<file path="src/rtl/alu_seq_if.sv">
// Requester-side bus of the nibble-serial ALU sequencer.
// Define ALU_SEQ_OVF_EN to add the signed-overflow flag (ovf).
interface alu_seq_if #(
  parameter int NIBBLES = 2
);
  localparam int W = 4 * NIBBLES;

  logic         start;
  logic [2:0]   op;
  logic         cin;
  logic [W-1:0] a;
  logic [W-1:0] b;
  logic         busy;
  logic         done;
  logic [W-1:0] result;
  logic         carry;
  logic         zero;
  logic         sign;
`ifdef ALU_SEQ_OVF_EN
  logic         ovf;

  modport master (
    output start, op, cin, a, b,
    input  busy, done, result, carry, zero, sign, ovf
  );
  modport slave (
    input  start, op, cin, a, b,
    output busy, done, result, carry, zero, sign, ovf
  );
`else
  modport master (
    output start, op, cin, a, b,
    input  busy, done, result, carry, zero, sign
  );
  modport slave (
    input  start, op, cin, a, b,
    output busy, done, result, carry, zero, sign
  );
`endif
endinterface

</file>
<file path="src/rtl/alu_seq.sv">
// Runs W-bit operations on a 4-bit ALU one nibble per cycle, LSB first, chaining carry.
// Define ALU_SEQ_OVF_EN to add the signed-overflow flag on the request bus.
module alu_seq #(
  parameter int         NIBBLES  = 2,
  parameter logic [2:0] OP_ADD   = 3'b001,
  parameter logic [2:0] OP_SUB   = 3'b010,
  parameter logic       SUB_CIN0 = 1'b1
) (
  input  logic       clk,
  input  logic       reset,
  alu_seq_if.slave   req,
  output logic [3:0] alu_a,
  output logic [3:0] alu_b,
  output logic [2:0] alu_op,
  output logic       alu_cin,
  input  logic [3:0] alu_r,
  input  logic       alu_carry
);
  localparam int W  = 4 * NIBBLES;
  localparam int KW = (NIBBLES > 1) ? $clog2(NIBBLES) : 1;
  localparam logic [KW-1:0] K_LAST = KW'(NIBBLES - 1);

  typedef enum logic [1:0] {IDLE, RUN, DONE} state_t;

  state_t          state_q, state_d;
  logic [W-1:0]    a_q, b_q;
  logic [2:0]      op_q;
  logic            cin_q;
  logic            chain_q;
  logic [KW-1:0]   k_q;
  logic [W-1:0]    result_q, result_d;
  logic            carry_q, zero_q, sign_q;
  logic            arith, last;
`ifdef ALU_SEQ_OVF_EN
  logic            ovf_q;
`endif

  assign arith = (op_q == OP_ADD) || (op_q == OP_SUB);
  assign last  = (k_q == K_LAST);

  always_ff @(posedge clk or negedge reset) begin
    if (!reset) state_q <= IDLE;
    else        state_q <= state_d;
  end

  // ALU drive is zero outside RUN so the shared ALU idles deterministically.
  always_comb begin
    state_d  = state_q;
    alu_a    = 4'd0;
    alu_b    = 4'd0;
    alu_op   = 3'd0;
    alu_cin  = 1'b0;
    result_d = result_q;
    unique case (state_q)
      IDLE: if (req.start) state_d = RUN;
      RUN: begin
        alu_op = op_q;
        for (int i = 0; i < NIBBLES; i++) begin
          if (k_q == KW'(i)) begin
            alu_a              = a_q[4*i +: 4];
            alu_b              = b_q[4*i +: 4];
            result_d[4*i +: 4] = alu_r;
          end
        end
        if (k_q == '0)
          alu_cin = (op_q == OP_ADD) ? cin_q : (op_q == OP_SUB) ? SUB_CIN0 : 1'b0;
        else
          alu_cin = arith & chain_q;
        if (last) state_d = DONE;
      end
      DONE:    state_d = IDLE;
      default: state_d = IDLE;
    endcase
  end

  // Flags are computed from the fully assembled result on the last RUN edge,
  // so they are already valid while done is high and hold until the next DONE.
  always_ff @(posedge clk or negedge reset) begin
    if (!reset) begin
      a_q      <= '0;
      b_q      <= '0;
      op_q     <= 3'd0;
      cin_q    <= 1'b0;
      chain_q  <= 1'b0;
      k_q      <= '0;
      result_q <= '0;
      carry_q  <= 1'b0;
      zero_q   <= 1'b0;
      sign_q   <= 1'b0;
`ifdef ALU_SEQ_OVF_EN
      ovf_q    <= 1'b0;
`endif
    end else begin
      unique case (state_q)
        IDLE: begin
          if (req.start) begin
            a_q   <= req.a;
            b_q   <= req.b;
            op_q  <= req.op;
            cin_q <= req.cin;
            k_q   <= '0;
          end
        end
        RUN: begin
          result_q <= result_d;
          chain_q  <= alu_carry;
          if (!last) k_q <= k_q + 1'b1;
          if (last) begin
            carry_q <= arith & alu_carry;
            zero_q  <= (result_d == '0);
            sign_q  <= result_d[W-1];
`ifdef ALU_SEQ_OVF_EN
            if (op_q == OP_ADD)
              ovf_q <= (a_q[W-1] == b_q[W-1]) && (result_d[W-1] != a_q[W-1]);
            else if (op_q == OP_SUB)
              ovf_q <= (a_q[W-1] != b_q[W-1]) && (result_d[W-1] != a_q[W-1]);
            else
              ovf_q <= 1'b0;
`endif
          end
        end
        default: ;
      endcase
    end
  end

  assign req.busy   = (state_q != IDLE);
  assign req.done   = (state_q == DONE);
  assign req.result = result_q;
  assign req.carry  = carry_q;
  assign req.zero   = zero_q;
  assign req.sign   = sign_q;
`ifdef ALU_SEQ_OVF_EN
  assign req.ovf    = ovf_q;
`endif

endmodule

</file>
<file path="src/flat_wrapper.sv">
// flat-port wrapper written by rule: the top's interface ports become plain ports
module alu_seq_flat 
#(
  parameter int         NIBBLES  = 2,
  parameter logic [2:0] OP_ADD   = 3'b001,
  parameter logic [2:0] OP_SUB   = 3'b010,
  parameter logic       SUB_CIN0 = 1'b1
)
  (clk, reset, alu_a, alu_b, alu_op, alu_cin, alu_r, alu_carry, req_start, req_op, req_cin, req_a, req_b, req_busy, req_done, req_result, req_carry, req_zero, req_sign);
  alu_seq_if #(.NIBBLES(NIBBLES)) req_i ();
  input  logic clk;
  input  logic reset;
  output logic [3:0] alu_a;
  output logic [3:0] alu_b;
  output logic [2:0] alu_op;
  output logic alu_cin;
  input  logic [3:0] alu_r;
  input  logic alu_carry;
  input wire logic [$bits(req_i.start)-1:0] req_start;
  input wire logic [$bits(req_i.op)-1:0] req_op;
  input wire logic [$bits(req_i.cin)-1:0] req_cin;
  input wire logic [$bits(req_i.a)-1:0] req_a;
  input wire logic [$bits(req_i.b)-1:0] req_b;
  output wire logic [$bits(req_i.busy)-1:0] req_busy;
  output wire logic [$bits(req_i.done)-1:0] req_done;
  output wire logic [$bits(req_i.result)-1:0] req_result;
  output wire logic [$bits(req_i.carry)-1:0] req_carry;
  output wire logic [$bits(req_i.zero)-1:0] req_zero;
  output wire logic [$bits(req_i.sign)-1:0] req_sign;
  assign req_i.start = req_start;
  assign req_i.op = req_op;
  assign req_i.cin = req_cin;
  assign req_i.a = req_a;
  assign req_i.b = req_b;
  assign req_busy = req_i.busy;
  assign req_done = req_i.done;
  assign req_result = req_i.result;
  assign req_carry = req_i.carry;
  assign req_zero = req_i.zero;
  assign req_sign = req_i.sign;
  alu_seq #(.NIBBLES(NIBBLES), .OP_ADD(OP_ADD), .OP_SUB(OP_SUB), .SUB_CIN0(SUB_CIN0)) u_core (.clk(clk), .reset(reset), .req(req_i), .alu_a(alu_a), .alu_b(alu_b), .alu_op(alu_op), .alu_cin(alu_cin), .alu_r(alu_r), .alu_carry(alu_carry));
endmodule
</file>
<file path="config.mk">
export PLATFORM = sky130hd
export DESIGN_NAME = alu_seq_flat
export DESIGN_NICKNAME = d
export VERILOG_FILES = /design/src/rtl/alu_seq_if.sv /design/src/rtl/alu_seq.sv /design/src/flat_wrapper.sv
export SDC_FILE = /design/constraint.sdc
export NUM_CORES = 1
export LEC_CHECK = 0
export CORE_MARGIN = 3
export CORE_UTILIZATION = 45
export CTS_CLUSTER_DIAMETER = 50
export DETAILED_ROUTE_END_ITERATION = 7
export PLACE_DENSITY = 0.88
export SLEW_MARGIN = 0
export SYNTH_ARGS = -nofsm -noshare
export SYNTH_HDL_FRONTEND = slang
export SYNTH_SLANG_ARGS = --single-unit
</file>
<file path="constraint.sdc">
create_clock -name clk -period 1.5 [get_ports clk]
set_input_delay 0.375 -clock clk [delete_from_list [all_inputs] [get_ports clk]]
set_output_delay 0.375 -clock clk [all_outputs]
set_load 0.02 [all_outputs]
</file>
==> run summary, run 1 <==
run results: final worst-path cycle share=1.22, Setup WS post-layout=-336 ps, Top cell excl fill/tap=dfrtp_1, PD cells=2180 nW/um^2, top cells, area=dfrtp_1, mux2_4, mux2_2, Finished Layout Cells=235, drt first pass iters=4, worst hold path class=in2async, CP max stage cell=dfrtp_1, synth cell count leaders=dfrtp_1, mux2_4, mux2_2, fmax=0.545 GHz, Initial DRC Count=33, Largest logic family=multiplexers, cell type with the largest total area=dfrtp_1, GR met3 Demand/Resource=0.0629, Reg2Reg Launch Point=u_core.state_q[1], largest net degree at the start of global routing=36, antenna violations before repair=0, Final Hold Violation Tally=0, Period minus WS final=1840 ps, # Max-Cap Violations=0, Layout Nets=216, failing checks=setup timing, GRT Util Overall=0.182, Top Metal Used=met4, CP top delay family=flip-flops, Placed Cells=226, cells on worst reg2reg path=5, Startpoint Class=flip-flop, Fin Setup TNS=-3400 ps, Placement Setup Slack=-433 ps, CTS max path bufs=2, root buffer cell=clkbuf_4, n_diodes=0, WL met1=1440 um, XOR/XNOR Area Share=0.00537, peak supply drop=1.11 mV, Die Wd=66.2 um, status=finished with violations, syn_area_per_cell=13.7 um^2, Port Buf Inserts=52, Adder Area Share=0, R2R Setup Slk=40 ps, # setup viols final=14, CP Max Fanout=3
-- run 1: layout make-up --
type | count | area (um^2)
tap | 46 | 57.6
timing repair buffer | 67 | 619
clock inverter | 1 | 5.00
multi-input combinational | 77 | 738
fill | 250 | 1070
clock buffer | 7 | 45.0
sequential | 35 | 876
inverter | 2 | 7.51
-- run 1: power breakdown --
| part | switching [mW] | leakage (nW) | internal, mW | total, mW |
|---|---|---|---|---|
| Combinational | 1.29 | 0.675 | 1.60 | 2.89 |
| Sequential | 0.330 | 0.416 | 1.42 | 1.75 |
| Clock | 0.302 | 0.0293 | 0.183 | 0.484 |
| Total | 1.92 | 1.12 | 3.20 | 5.12 |
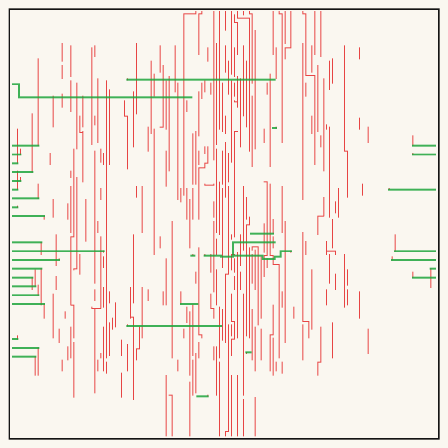
Fig. 1. Wiring by layer (run 1).
Only two layers are drawn.
| layer | colour | wire length |
|---|---|---|
| met3 | green | 204 um |
| met2 | red | 1790 um |
DRT Wirelength: 3530 um
DR WL/cell: 15.0 um

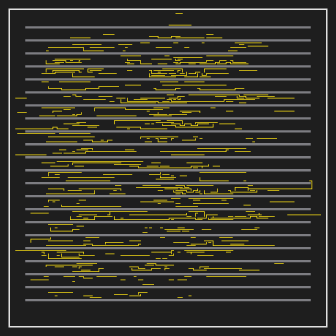
Fig. 2. The metal 1 layer (run 1).
Supply wires on this layer in grey.
wire length on this layer: 1440 um
share of all routed wire: 41%
met1 usage: 0.214
via count: 1164

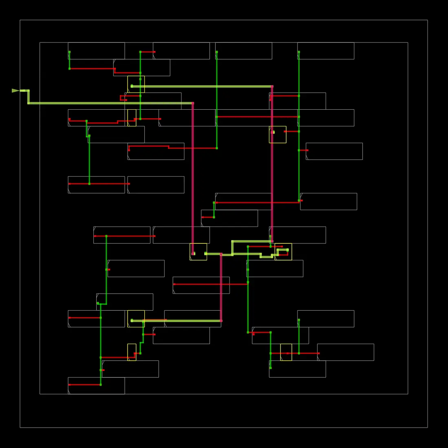
Fig. 3. The clock network (run 1).
flip-flops: 35
final worst clock skew: 11.4 ps

==> inputs of run 2 (changes only) <==
- RECOVER_POWER: unset -> 100
==> run summary, run 2 <==
run results: Die Wd=66.2 um, top power group=combinational logic, CTS max path bufs=2, sw frac=0.376, Largest logic family=multiplexers, Layout Nets=216, met1 usage=0.214, worst hold path class=reg2reg, Seq power=1.75 mW, Setup WS post-layout=-336 ps, Combinational Power=2.88 mW, WL met1=1430 um, synth cell count leaders=dfrtp_1, mux2_4, mux2_2, comb_multi_in=77, Fin Setup TNS=-3390 ps, via count=1164, Logic inverters=2, status=finished with violations, XOR/XNOR Area Share=0.00537, root buffer cell=clkbuf_4, CP Max Fanout=3, fmax=0.545 GHz, tap cell count=46, register area=876 um^2, non-clk buf share=0.259, multi-input logic area=738 um^2, R2R Setup Slk=40 ps, cells on worst reg2reg path=5, CP max stage cell=dfrtp_1, antenna violations before repair=0, CP top delay family=flip-flops, Period minus WS final=1840 ps, Startpoint Class=flip-flop, clock share of power=0.095, Buffers, non-clock=67, final worst-path cycle share=1.22, drt first pass iters=4, # setup viols final=14, # Max-Cap Violations=0, Adder Area Share=0, flip-flops=35, failing checks=setup timing, Port Buf Inserts=52, Int Power=3.19 mW, flop share of the area=0.375, Placement Setup Slack=-433 ps, Top Metal Used=met4
run 2: how the worst max path moves through the flow:
stage	slack, ps	from	end
finish	-340	u_core.state_q[1]	alu_cin
global route	-440	u_core.state_q[1]	alu_cin
CTS	-350	u_core.state_q[1]	alu_cin
detailed placement	-430	u_core.state_q[1]	alu_cin
global placement	-400	u_core.state_q[1]	alu_cin
floorplan	9	u_core.state_q[1]	alu_cin
run 2: stage by stage:
stage / instances / utilization / hold WS (ps)
floorplan: 119 / - / 79.4
global placement: 226 / 0.670 / 466
detailed placement: 226 / 0.670 / 479
CTS: 236 / 0.685 / 403
global route: 235 / 0.683 / 541
finish: 235 / 0.683 / 489
run 2: tightest hold or removal path: stages (launching register included):
cell,delay (ps)
dfrtp_1,350
nand2_1,50
o21ai_0,60
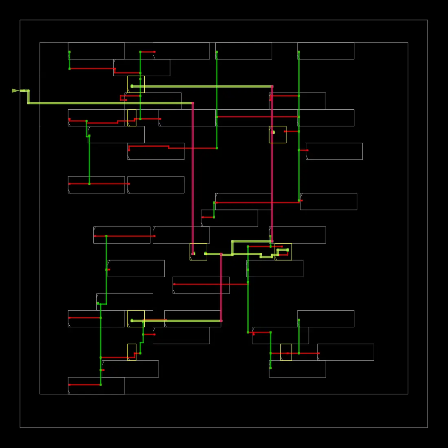
Fig. 4. The clock network (run 2).
Clk power: 484 uW
total CTS buffers: 5
final worst clock skew: 11.3 ps
Clock buffer cells: 7
Insertion Delay late pin: 340 ps

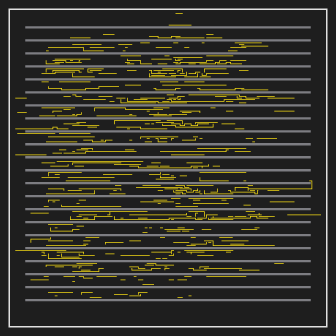
Fig. 5. The metal 1 layer (run 2).
Supply wires on this layer in grey.
share of all routed wire: 41%
main direction: horizontal
wire length on this layer: 1430 um
longest straight run: 17.9 um
DRT Wirelength: 3520 um

Power and IR drop assume default switching activity.
